===== config.mk =====
export PLATFORM = sky130hd
export DESIGN_NAME = ram_port_arbiter
export DESIGN_NICKNAME = d
export VERILOG_FILES = /design/src/rtl/ram_arb_pkg.sv /design/src/rtl/rr_arb2.sv /design/src/rtl/ram_port_arbiter.sv
export SDC_FILE = /design/constraint.sdc
export NUM_CORES = 1
export LEC_CHECK = 0
export CORE_MARGIN = 3
export CORE_UTILIZATION = 26
export DETAILED_ROUTE_END_ITERATION = 8
export GPL_ROUTABILITY_DRIVEN = 0
export PLACE_DENSITY = 0.77
export SLEW_MARGIN = 20
export SYNTH_ARGS = -nofsm -noshare
export SYNTH_HDL_FRONTEND = slang
export SYNTH_SLANG_ARGS = --single-unit

===== constraint.sdc =====
create_clock -name clk -period 1.8 [get_ports clk]
set_input_delay 0.18 -clock clk [delete_from_list [all_inputs] [get_ports clk]]
set_output_delay 0.18 -clock clk [all_outputs]
set_load 0.05 [all_outputs]

===== src/rtl/ram_arb_pkg.sv =====
// Shared types for the two-port RAM arbiter: width defaults, owner encoding, burst counter.
package ram_arb_pkg;

    localparam int ADDR_W_DEF = 6;
    localparam int DATA_W_DEF = 8;
    localparam int BURST_W    = 4;

    typedef enum logic [1:0] {
        IDLE  = 2'd0,
        OWN_A = 2'd1,
        OWN_B = 2'd2
    } own_state_e;

    typedef logic [BURST_W-1:0] burst_cnt_t;

    function automatic burst_cnt_t burst_inc(input burst_cnt_t cnt, input burst_cnt_t max_cnt);
        return (cnt >= max_cnt) ? max_cnt : burst_cnt_t'(cnt + 1'b1);
    endfunction

endpackage


===== src/rtl/rr_arb2.sv =====
// Two-requester round-robin arbiter with a burst limit; combinational grant, zero latency.
// Grants are forced low while rst_n is asserted so nothing leaks out during reset.
module rr_arb2
    import ram_arb_pkg::*;
#(
    parameter int MAX_BURST = 4
) (
    input  logic       clk,
    input  logic       rst_n,
    input  logic [1:0] req,
    output logic [1:0] gnt
);

    localparam burst_cnt_t MAX_CNT = burst_cnt_t'(MAX_BURST);

    own_state_e state;
    own_state_e state_nxt;
    logic       last_b;
    logic       last_b_nxt;
    burst_cnt_t burst_cnt;
    burst_cnt_t burst_cnt_nxt;
    logic [1:0] gnt_pick;

    always_comb begin
        gnt_pick = 2'b00;
        case (req)
            2'b01: gnt_pick = 2'b01;
            2'b10: gnt_pick = 2'b10;
            2'b11: begin
                // Contention: the current owner keeps the port until its burst is used up.
                case (state)
                    IDLE:    gnt_pick = last_b ? 2'b01 : 2'b10;
                    OWN_A:   gnt_pick = (burst_cnt < MAX_CNT) ? 2'b01 : 2'b10;
                    OWN_B:   gnt_pick = (burst_cnt < MAX_CNT) ? 2'b10 : 2'b01;
                    default: gnt_pick = 2'b01;
                endcase
            end
            default: gnt_pick = 2'b00;
        endcase
        gnt = gnt_pick & {2{rst_n}};
    end

    always_comb begin
        state_nxt     = IDLE;
        last_b_nxt    = last_b;
        burst_cnt_nxt = burst_cnt;
        if (gnt[0]) begin
            state_nxt     = OWN_A;
            last_b_nxt    = 1'b0;
            burst_cnt_nxt = (state == OWN_A) ? burst_inc(burst_cnt, MAX_CNT) : burst_cnt_t'(1);
        end else if (gnt[1]) begin
            state_nxt     = OWN_B;
            last_b_nxt    = 1'b1;
            burst_cnt_nxt = (state == OWN_B) ? burst_inc(burst_cnt, MAX_CNT) : burst_cnt_t'(1);
        end
    end

    always_ff @(posedge clk or negedge rst_n) begin
        if (!rst_n) begin
            state     <= IDLE;
            last_b    <= 1'b1;
            burst_cnt <= '0;
        end else begin
            state     <= state_nxt;
            last_b    <= last_b_nxt;
            burst_cnt <= burst_cnt_nxt;
        end
    end

endmodule


===== src/rtl/ram_port_arbiter.sv =====
// Shares one synchronous RAM port between requesters A and B.
// Grant is same-cycle; read data returns one cycle after a read grant to whoever issued it.
module ram_port_arbiter
    import ram_arb_pkg::*;
#(
    parameter int ADDR_W    = ADDR_W_DEF,
    parameter int DATA_W    = DATA_W_DEF,
    parameter int MAX_BURST = 4
) (
    input  logic              clk,
    input  logic              rst_n,
    input  logic              a_req,
    input  logic              a_we,
    input  logic [ADDR_W-1:0] a_addr,
    input  logic [DATA_W-1:0] a_wdata,
    output logic              a_gnt,
    output logic              a_rvalid,
    output logic [DATA_W-1:0] a_rdata,
    input  logic              b_req,
    input  logic              b_we,
    input  logic [ADDR_W-1:0] b_addr,
    input  logic [DATA_W-1:0] b_wdata,
    output logic              b_gnt,
    output logic              b_rvalid,
    output logic [DATA_W-1:0] b_rdata,
    output logic              ram_we,
    output logic [ADDR_W-1:0] ram_wr_addr,
    output logic [ADDR_W-1:0] ram_rd_addr,
    output logic [DATA_W-1:0] ram_data,
    input  logic [DATA_W-1:0] ram_q
);

    logic [1:0] gnt;
    logic       rd_pend;
    logic       rd_owner;

    rr_arb2 #(
        .MAX_BURST (MAX_BURST)
    ) u_arb (
        .clk   (clk),
        .rst_n (rst_n),
        .req   ({b_req, a_req}),
        .gnt   (gnt)
    );

    assign a_gnt = gnt[0];
    assign b_gnt = gnt[1];

    always_comb begin
        ram_we      = 1'b0;
        ram_wr_addr = '0;
        ram_rd_addr = '0;
        ram_data    = '0;
        if (a_gnt) begin
            ram_we      = a_we;
            ram_wr_addr = a_addr;
            ram_rd_addr = a_addr;
            ram_data    = a_wdata;
        end else if (b_gnt) begin
            ram_we      = b_we;
            ram_wr_addr = b_addr;
            ram_rd_addr = b_addr;
            ram_data    = b_wdata;
        end
    end

    // rd_owner: 0 = A, 1 = B; only meaningful while rd_pend is set.
    always_ff @(posedge clk or negedge rst_n) begin
        if (!rst_n) begin
            rd_pend  <= 1'b0;
            rd_owner <= 1'b0;
        end else begin
            rd_pend  <= (a_gnt && !a_we) || (b_gnt && !b_we);
            rd_owner <= b_gnt;
        end
    end

    assign a_rvalid = rd_pend && !rd_owner;
    assign b_rvalid = rd_pend &&  rd_owner;
    assign a_rdata  = a_rvalid ? ram_q : '0;
    assign b_rdata  = b_rvalid ? ram_q : '0;

endmodule


**Run 1: logic cells by family**

Scale: 10 px per um.
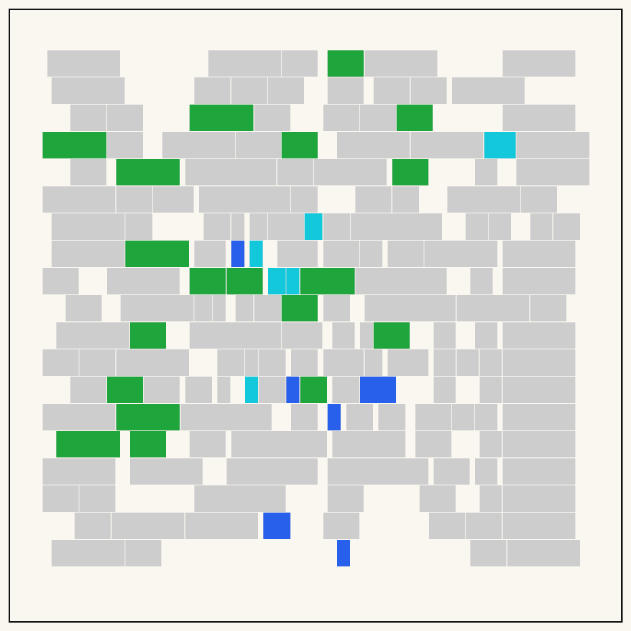
[NAND gates] blue | cells: 6 | most used: nand2_1
[NOR gates] cyan | cells: 6 | most used: nor2_1 | where: centre
[AND-OR and OR-AND gates] green | cells: 19 | most used: a22o_2
filler-free cell count of the finished design: 208
combinational share of cell area: 23.8%

**Run 1: wiring heat map**

Scale: 6 px per um. The die is cut into 12 by 12 equal tiles; white is low, dark blue is high, scaled to the fullest tile. Values are wire area over tile area, all layers added.
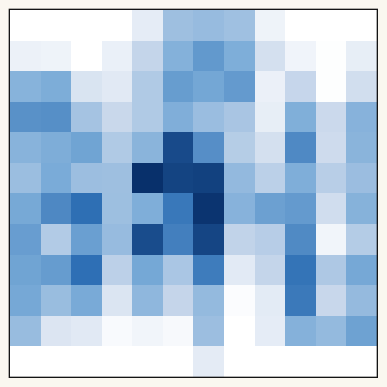
tiles over half the peak: 25%
emptiest ninth of the die: upper right
densest ninth of the die: centre
nearly empty tiles: 16%
overall routing resource usage: 17.3%
drt total wl: 3390 um
routed length per placed instance: 16.3 um
vias after detailed routing: 1074

==> Table 3: Implementation characteristics, run 1 <==
Summary of implementation characteristics

Parameter                              Value

Worst setup path
  Worst reg2reg setup slack .................. -0.15 ns
  Worst-path maximum fanout .................. 5
  Largest stage delay, worst path .................. 0.53 ns
  Worst Path Arrival .................. 1.94 ns
  Critical path capture point .................. ram_wr_addr[1]
  CP Data Required Time .................. 1.62 ns
  Crit path kind .................. flip-flop to output port
  Stages on the worst setup path .................. 5
  CP Launch Type .................. flip-flop

Clocking
  Clock latency reported for the late side of the worst-skew pair .................. 0.26 ns
  CTS root buffer .................. clkbuf_4
  Post-CTS Setup Inserts .................. 0
  Hold buffer count at CTS .................. 0
  H-tree Lvls .................. 1

Detailed routing
  Final ANT Viol Nets .................. 0
  DRC viols .................. 0
  Number of detailed-route iterations in the first pass .................. 4
  Initial detailed-routing violation count .................. 21

Final timing
  Worst slew pin tran .................. 0.336 ns
  Tcrit/Tclk final .................. 118%
  Setup repair after global routing missed its margin .................. true
  Total negative slack for setup checks .................. -7.40 ns
  Max-slew violation count .................. 0
  Achievable clock frequency .................. 0.471 GHz
  Post-layout min period .................. 2.12 ns
  Worst hold slack after final layout .................. 0.306 ns
  Slack of the critical path .................. -0.322 ns
  Final tally of setup violations .................. 26

Logic synthesis
  AND-OR/OR-AND Cells, Area Fraction .................. 30.3%
  Proportion of synthesized chip area in sequential cells .................. 28.7%
  Cell count after synthesis .................. 86
  Synth top area share .................. 25.4%
  Mux share .................. 1.27%
  Area share of xor/xnor cells in the synthesized design .................. 0%
  Total of warnings raised by yosys .................. 0
  Top cells by area, synth .................. dfrtp_1, a22o_1, a22o_2, and2_1, and3_1
  Area fraction in full adders, half adders and majority gates .................. 1.58%
  Number of library cell types mapped by synthesis .................. 31
  Biggest area consumer among synthesized cells .................. dfrtp_1
  Netlist area before placement .................. 790 um2

Placement
  Number of buffer cells added on primary ports .................. 82
  Post-DP Area .................. 0.00210 mm2
  Inst Count DP .................. 197
  Final HPWL from detailed placement .................. 2800 um

Final layout
  Seq/total area .................. 10.2%
  Multi-In Gates .................. 61
  Signal buffers .................. 98
  Count of inverters other than clock inverters in the layout .................. 5
  Non-clock buffers, area share .................. 61.9%
  Number of nets at the end of the flow .................. 221
  Clock tree buffer count of the final layout .................. 4
  Cell class with the largest area share .................. non-clock buffers
  Proportion of layout cells with a drive suffix above 1 .................. 47.5%
  Comb area .................. 528 um2

Outcome
  Result of the run .................. finished with violations
  Violations in the final reports .................. negative setup slack

GRT
  Via count of the first global-routing pass .................. 1067
  First-pass GRT wire length .................. 4710 um
  GRT Residual Overflow .................. 0
  Antenna violations before repair .................. 0
  Pin count of the biggest net entering global routing .................. 24

Power and ir drop
  Switching power as a share of total power .................. 39.5%
  Power share of the sequential group .................. 20.5%
  Leading power group .................. combinational cells
  Maximum resistive drop on vdd .................. 362 uV
  Clk network pwr share .................. 12.7%
  Standby leakage power .................. 0.999 nW
  Switching component of the power .................. 0.479 mW
  Total sequential power .................. 0.248 mW
  Internal Pwr Total .................. 0.733 mW

Flow run
  Maximum capacitance violations .................. 0
  Number of OpenROAD warnings .................. 29

Floorplan
  Placement row count .................. 19
  Die y size .................. 61.1 um
  # Taps .................. 31
**Run 1: zoomed window**

Window x 16 to 46, y 3 to 33 um. Cells in grey, sequential cells in the stronger grey; small squares are vias.
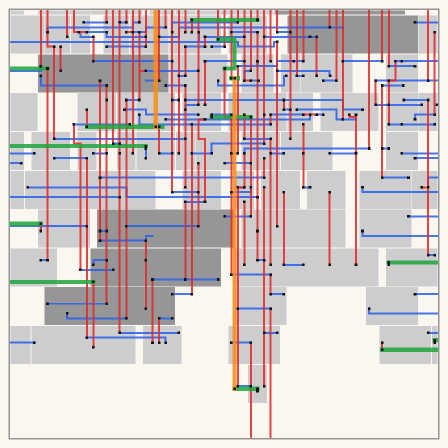
[met2] red
[met4] orange
[met3] green
[met1] blue
sequential cells in the window: 5
most frequent: clkdlybuf4s50_1 (8), buf_4 (8)
netlist names of flops here include: u_arb.state (2)
cells with their middle in the window: 53

-- run 1: flip-flops by register name, indices dropped and copies added (netlist names) --
register and flops:
rd_owner 1, rd_pend 1, u_arb.burst_cnt 4, u_arb.last_b 1
u_arb.state 2
-- run 1: through the flow --
stage | utilization, % | setup WS [ns]
3_5_place_dp | 74.3 | -0.121
6_report | 78.5 | -0.322
4_1_cts | 75.8 | -0.311
5_1_grt | 78.5 | -0.355
3_3_place_gp | 74.3 | -0.0690
2_1_floorplan | - | -0.159
-- run 1: routing by layer --
layer  wire length (um)  global-route usage (%)  vias to the layer above
met5                  0                       0                        -
met4                 59                    7.43                        0
met3                403                    6.92                        6
met2               1810                    31.9                       74
met1               1120                    16.8                      500
li1                   -                       -                      494
**Run 1: track usage over the die**

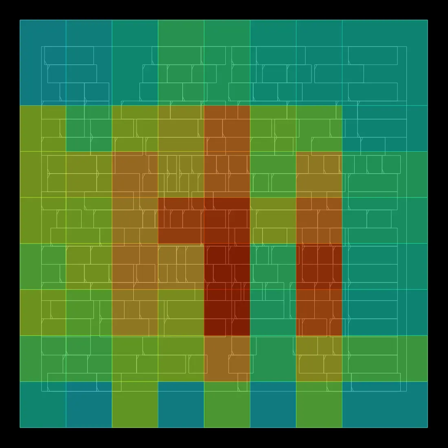

==> run 2, diff against run 1 <==
--- a/config.mk
+++ b/config.mk
@@ -5,11 +5,12 @@
 export SDC_FILE = /design/constraint.sdc
 export NUM_CORES = 1
 export LEC_CHECK = 0
+export ABC_AREA = 1
 export CORE_MARGIN = 3
-export CORE_UTILIZATION = 26
+export CORE_UTILIZATION = 28
 export DETAILED_ROUTE_END_ITERATION = 8
 export GPL_ROUTABILITY_DRIVEN = 0
-export PLACE_DENSITY = 0.77
+export PLACE_DENSITY = 0.76
 export SLEW_MARGIN = 20
 export SYNTH_ARGS = -nofsm -noshare
 export SYNTH_HDL_FRONTEND = slang
**Run 2: track usage over the die**

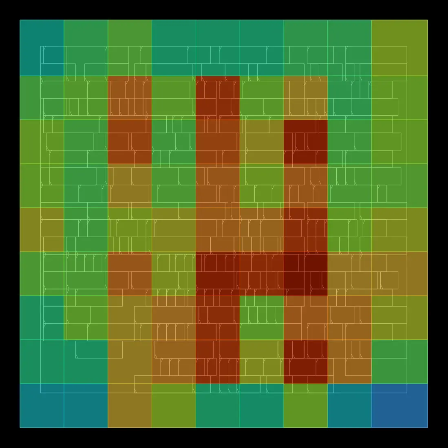
met3 demand-to-capacity share in global routing: 5.27%
post-route core utilization: 82.8%
met2 routing resource usage after global routing: 36.8%
overall routing resource usage: 18.8%

==> Table 3: Implementation characteristics, run 2 <==
Summary of implementation characteristics

Parameter                              Value

Outcome
  Result of the run .................. finished with violations
  Violations in the final reports .................. negative setup slack

Placement
  Number of buffer cells added on primary ports .................. 82
  Inst Count DP .................. 286
  Post-DP Area .................. 0.00236 mm2
  Final HPWL from detailed placement .................. 3190 um
  Post-placement setup slack .................. -0.0454 ns

Final layout
  Number of nets at the end of the flow .................. 303
  Clock tree buffer count of the final layout .................. 4
  Largest Register .................. u_arb.burst_cnt
  Non-clock buffers, area share .................. 55.9%
  Combinational share of cell area .................. 25.7%
  Seq/total area .................. 8.84%
  Biggest regs .................. u_arb.burst_cnt: 4 flops, u_arb.state: 2 flops
  Proportion of layout cells with a drive suffix above 1 .................. 43.6%
  Filler-free cell count of the finished design .................. 303
  Multi-In Gates .................. 99
  Comb area .................. 667 um2
  Signal buffers .................. 106
  Count of inverters other than clock inverters in the layout .................. 41
  Number of flip-flops in the largest register .................. 4

Detailed routing
  DRC viols .................. 0
  Initial detailed-routing violation count .................. 46
  Final ANT Viol Nets .................. 0
  Drt total wl .................. 4570 um
  Number of detailed-route iterations in the first pass .................. 4
  Vias after detailed routing .................. 1415

Worst setup path
  Critical path capture point .................. ram_rd_addr[5]
  Largest stage delay, worst path .................. 0.48 ns
  Crit path kind .................. flip-flop to output port
  CP Launch Type .................. flip-flop
  Worst Path Arrival .................. 1.85 ns
  CP Data Required Time .................. 1.62 ns
  Worst-path maximum fanout .................. 6

Final timing
  Slack of the critical path .................. -0.232 ns
  Setup repair after global routing missed its margin .................. true
  Post-layout min period .................. 2.03 ns
  Worst hold slack after final layout .................. 0.249 ns
  Tcrit/Tclk final .................. 113%
  Max-slew violation count .................. 0
  Worst slew pin tran .................. 0.445 ns
  Achievable clock frequency .................. 0.492 GHz
  Final tally of setup violations .................. 22

Power and ir drop
  Standby leakage power .................. 1.23 nW
  Leading power group .................. combinational cells
  Switching component of the power .................. 0.496 mW
  Power share of the sequential group .................. 20.1%
  Total sequential power .................. 0.237 mW
  Switching power as a share of total power .................. 42.1%

Floorplan
  Placement row count .................. 20

Flow run
  Maximum capacitance violations .................. 0

Clocking
  Hold buffer count at CTS .................. 0
  CTS root buffer .................. clkbuf_4
  H-tree Lvls .................. 1

GRT
  First-pass GRT wire length .................. 6030 um
  Pin count of the biggest net entering global routing .................. 10
  Antenna violations before repair .................. 0

Logic synthesis
  Total of warnings raised by yosys .................. 0
  Top cells by area, synth .................. dfrtp_1, nand2_1, inv_1, nor2_1, o21ai_2
  Biggest area consumer among synthesized cells .................. dfrtp_1
  Number of library cell types mapped by synthesis .................. 20
  Netlist area before placement .................. 941 um2
  Proportion of synthesized chip area in sequential cells .................. 24.1%
**Run 2: clock network drawn from the DEF**

Scale: 6 px per um.
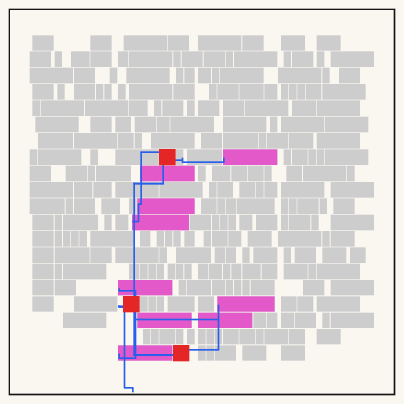
[clock wires] blue | length: 139 um
[cells driving clock nets] red | count: 3
[flip-flops] magenta | count: 9
routed clock nets: 4
Clk network pwr share: 13.6%
clock skew after layout: 0.00543 ns
clock network power: 0.160 mW

run 2: cell types whose count changed in the layout (fill, tap and decap cells not counted), sizes merged, moves of 15 or more:
cell	previous run	this run
inv	5	40
o21ai	3	20
nor2	3	22
a22o	15	0
nand2	4	46
run 2: logic make-up after synthesis:
group	after synthesis	share of synthesized area (%)
buffers and inverters	49	23.8
AND/OR/NAND/NOR	76	35.1
AND-OR/OR-AND	22	15.7
adder cells (fa/ha/maj)	1	1.33
flip-flops	9	24.1
run 2: repair_timing:
action	4_1_cts	5_1_grt
setup endpoints to repair	21	26
cloned	0	0
gates resized	14	18
pin swaps	3	4
setup buffers	5	8
run 2: per-layer routing:
metal,vias up,track usage (%),wire length (um)
met4,0,6.47,138
met5,-,0,0
met3,13,5.27,454
li1,657,-,-
met2,97,36.8,2450
met1,648,18.6,1530
**Run 2: wiring heat map**

Scale: 6 px per um. The die is cut into 13 by 13 equal tiles; white is low, dark blue is high, scaled to the fullest tile. Values are wire area over tile area, all layers added.
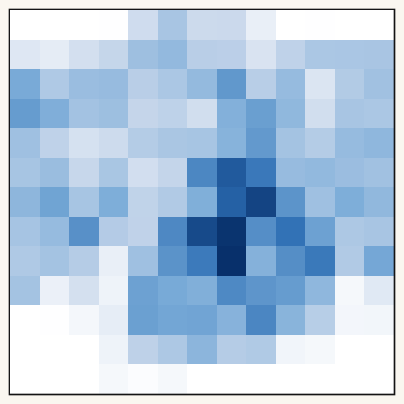

==> run 3, diff against run 2 <==
--- a/config.mk
+++ b/config.mk
@@ -8,6 +8,7 @@
 export ABC_AREA = 1
 export CORE_MARGIN = 3
 export CORE_UTILIZATION = 28
+export CTS_CLUSTER_SIZE = 16
 export DETAILED_ROUTE_END_ITERATION = 8
 export GPL_ROUTABILITY_DRIVEN = 0
 export PLACE_DENSITY = 0.76
==> constraint.sdc (replaced) <==
create_clock -name clk -period 1.85 [get_ports clk]
set_input_delay 0.185 -clock clk [delete_from_list [all_inputs] [get_ports clk]]
set_output_delay 0.185 -clock clk [all_outputs]
set_load 0.05 [all_outputs]
**Run 3: wiring heat map**

Scale: 6 px per um. The die is cut into 13 by 13 equal tiles; white is low, dark blue is high, scaled to the fullest tile. Values are wire area over tile area, all layers added.
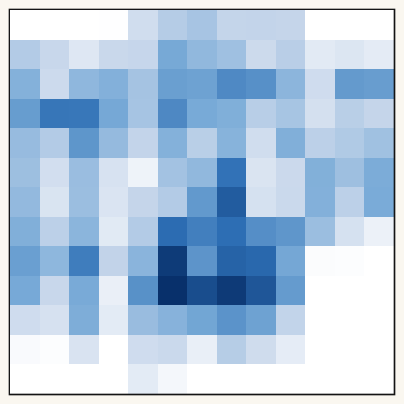
mean over tiles: 0.17
nearly empty tiles: 19%
densest ninth of the die: centre
tiles over half the peak: 23%
emptiest ninth of the die: lower right
fullest tile: 0.52
routed length per placed instance: 13.9 um
vias after detailed routing: 1357
drt total wl: 4120 um

**Run 3: clock network drawn from the DEF**

Scale: 6 px per um.
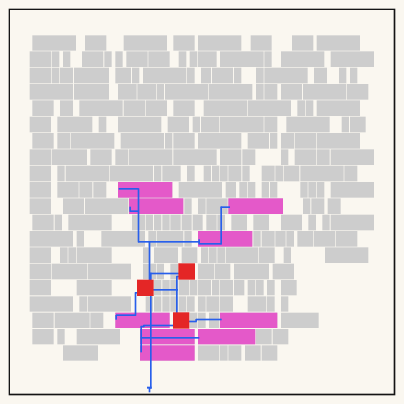
clock latency reported for the late side of the worst-skew pair: 0.26 ns
clock network power: 0.149 mW
clock skew after layout: 0.00947 ns
Clk network pwr share: 13.5%

==> Table 3: Implementation characteristics, run 3 <==
Summary of implementation characteristics

Parameter                              Value

Outcome
  Result of the run .................. finished with violations
  Violations in the final reports .................. negative setup slack

Final timing
  Total negative slack for setup checks .................. -1.19 ns
  Achievable clock frequency .................. 0.513 GHz
  Slack of the critical path .................. -0.0998 ns
  Worst slew pin tran .................. 0.588 ns
  Setup repair after global routing missed its margin .................. true
  Tcrit/Tclk final .................. 105%
  Final tally of setup violations .................. 19
  Post-layout min period .................. 1.95 ns
  Worst hold slack after final layout .................. 0.280 ns

Final layout
  Multi-In Gates .................. 100
  Number of nets at the end of the flow .................. 297
  Number of flip-flops in the largest register .................. 4
  Filler-free cell count of the finished design .................. 297
  Post-route core utilization .................. 79.7%
  Seq/total area .................. 9.14%
  Comb area .................. 646 um2
  Largest Register .................. u_arb.burst_cnt
  Clock tree buffer count of the final layout .................. 4
  Non-clock buffers, area share .................. 55.3%
  Cell class with the largest area share .................. non-clock buffers
  Biggest regs .................. u_arb.burst_cnt: 4 flops, u_arb.state: 2 flops
  Combinational share of cell area .................. 25.9%
  Signal buffers .................. 99
  Proportion of layout cells with a drive suffix above 1 .................. 43.5%

Power and ir drop
  Leading power group .................. combinational cells
  Switching power as a share of total power .................. 41.6%
  Power share of the sequential group .................. 20.5%
  Standby leakage power .................. 1.19 nW
  Internal Pwr Total .................. 0.643 mW
  Total sequential power .................. 0.225 mW
  Switching component of the power .................. 0.458 mW

GRT
  First-pass GRT wire length .................. 6500 um
  Antenna violations before repair .................. 0
  Via count of the first global-routing pass .................. 1394
  GRT Residual Overflow .................. 0
  Overall routing resource usage .................. 20.1%
  Pin count of the biggest net entering global routing .................. 11

Worst setup path
  Stages on the worst setup path .................. 9
  CP Data Required Time .................. 1.66 ns
  Worst-path maximum fanout .................. 5
  Crit path kind .................. flip-flop to output port
  Crit path from .................. u_arb.state[0]
  Worst reg2reg setup slack .................. 0.31 ns
  CP Launch Type .................. flip-flop
  Largest stage delay, worst path .................. 0.41 ns
  Critical path capture point .................. ram_wr_addr[0]
  Worst Path Arrival .................. 1.76 ns

Logic synthesis
  Netlist area before placement .................. 941 um2
  Cell count after synthesis .................. 157
  Area fraction in full adders, half adders and majority gates .................. 1.33%
  Simple-Gate Area Share .................. 35.1%
  Synth top area share .................. 21.3%
  Proportion of synthesized chip area in sequential cells .................. 24.1%
  Largest family of logic cells by area .................. simple AND/OR/NAND/NOR gates
  Total of warnings raised by yosys .................. 0
  Number of library cell types mapped by synthesis .................. 20
  Number of enable flip-flop cells .................. 0
  AND-OR/OR-AND Cells, Area Fraction .................. 15.7%
  Top cells by area, synth .................. dfrtp_1, nand2_1, inv_1, nor2_1, o21ai_2
  Mux share .................. 0%

Clocking
  CTS root buffer .................. clkbuf_4
  H-tree Lvls .................. 1

Placement
  Post-DP Area .................. 0.00229 mm2
  Inst Count DP .................. 283
  Number of buffer cells added on primary ports .................. 82
  Final HPWL from detailed placement .................. 3170 um
  Post-placement setup slack .................. 0.00224 ns

Detailed routing
  Final ANT Viol Nets .................. 0
  Number of detailed-route iterations in the first pass .................. 4
  DRC viols .................. 0

Floorplan
  Die y size .................. 64.0 um
  Placement row count .................. 20
  # Taps .................. 44

Flow run
  Number of OpenROAD warnings .................. 29
  Maximum capacitance violations .................. 0
run 3: metal layers:
| layer | global-route usage (%) | part of all wire, % | vias up |
|---|---|---|---|
| li1 | - | - | 646 |
| met1 | 20.0 | 32 | 618 |
| met2 | 41.4 | 56 | 79 |
| met3 | 4.57 | 9.2 | 14 |
| met4 | 3.50 | 3.1 | 0 |
| met5 | 0 | 0 | - |
run 3: worst reg2reg max path, stage by stage, from the launching register on:
cell and delay, ns:
dfrtp_2 0.45, nor2_1 0.16, nand2_1 0.09, nand2_2 0.10, o21ai_4 0.08, buf_4 0.14, buf_4 0.14, or2_2 0.26
o21ai_0 0.07
run 3: repair_timing:
action	in CTS	in global routing
setup buffers	4	5
cloned	1	0
resized	19	13
endpoints found under the setup margin	21	22
pin swaps	5	6
Power and IR drop assume default switching activity.
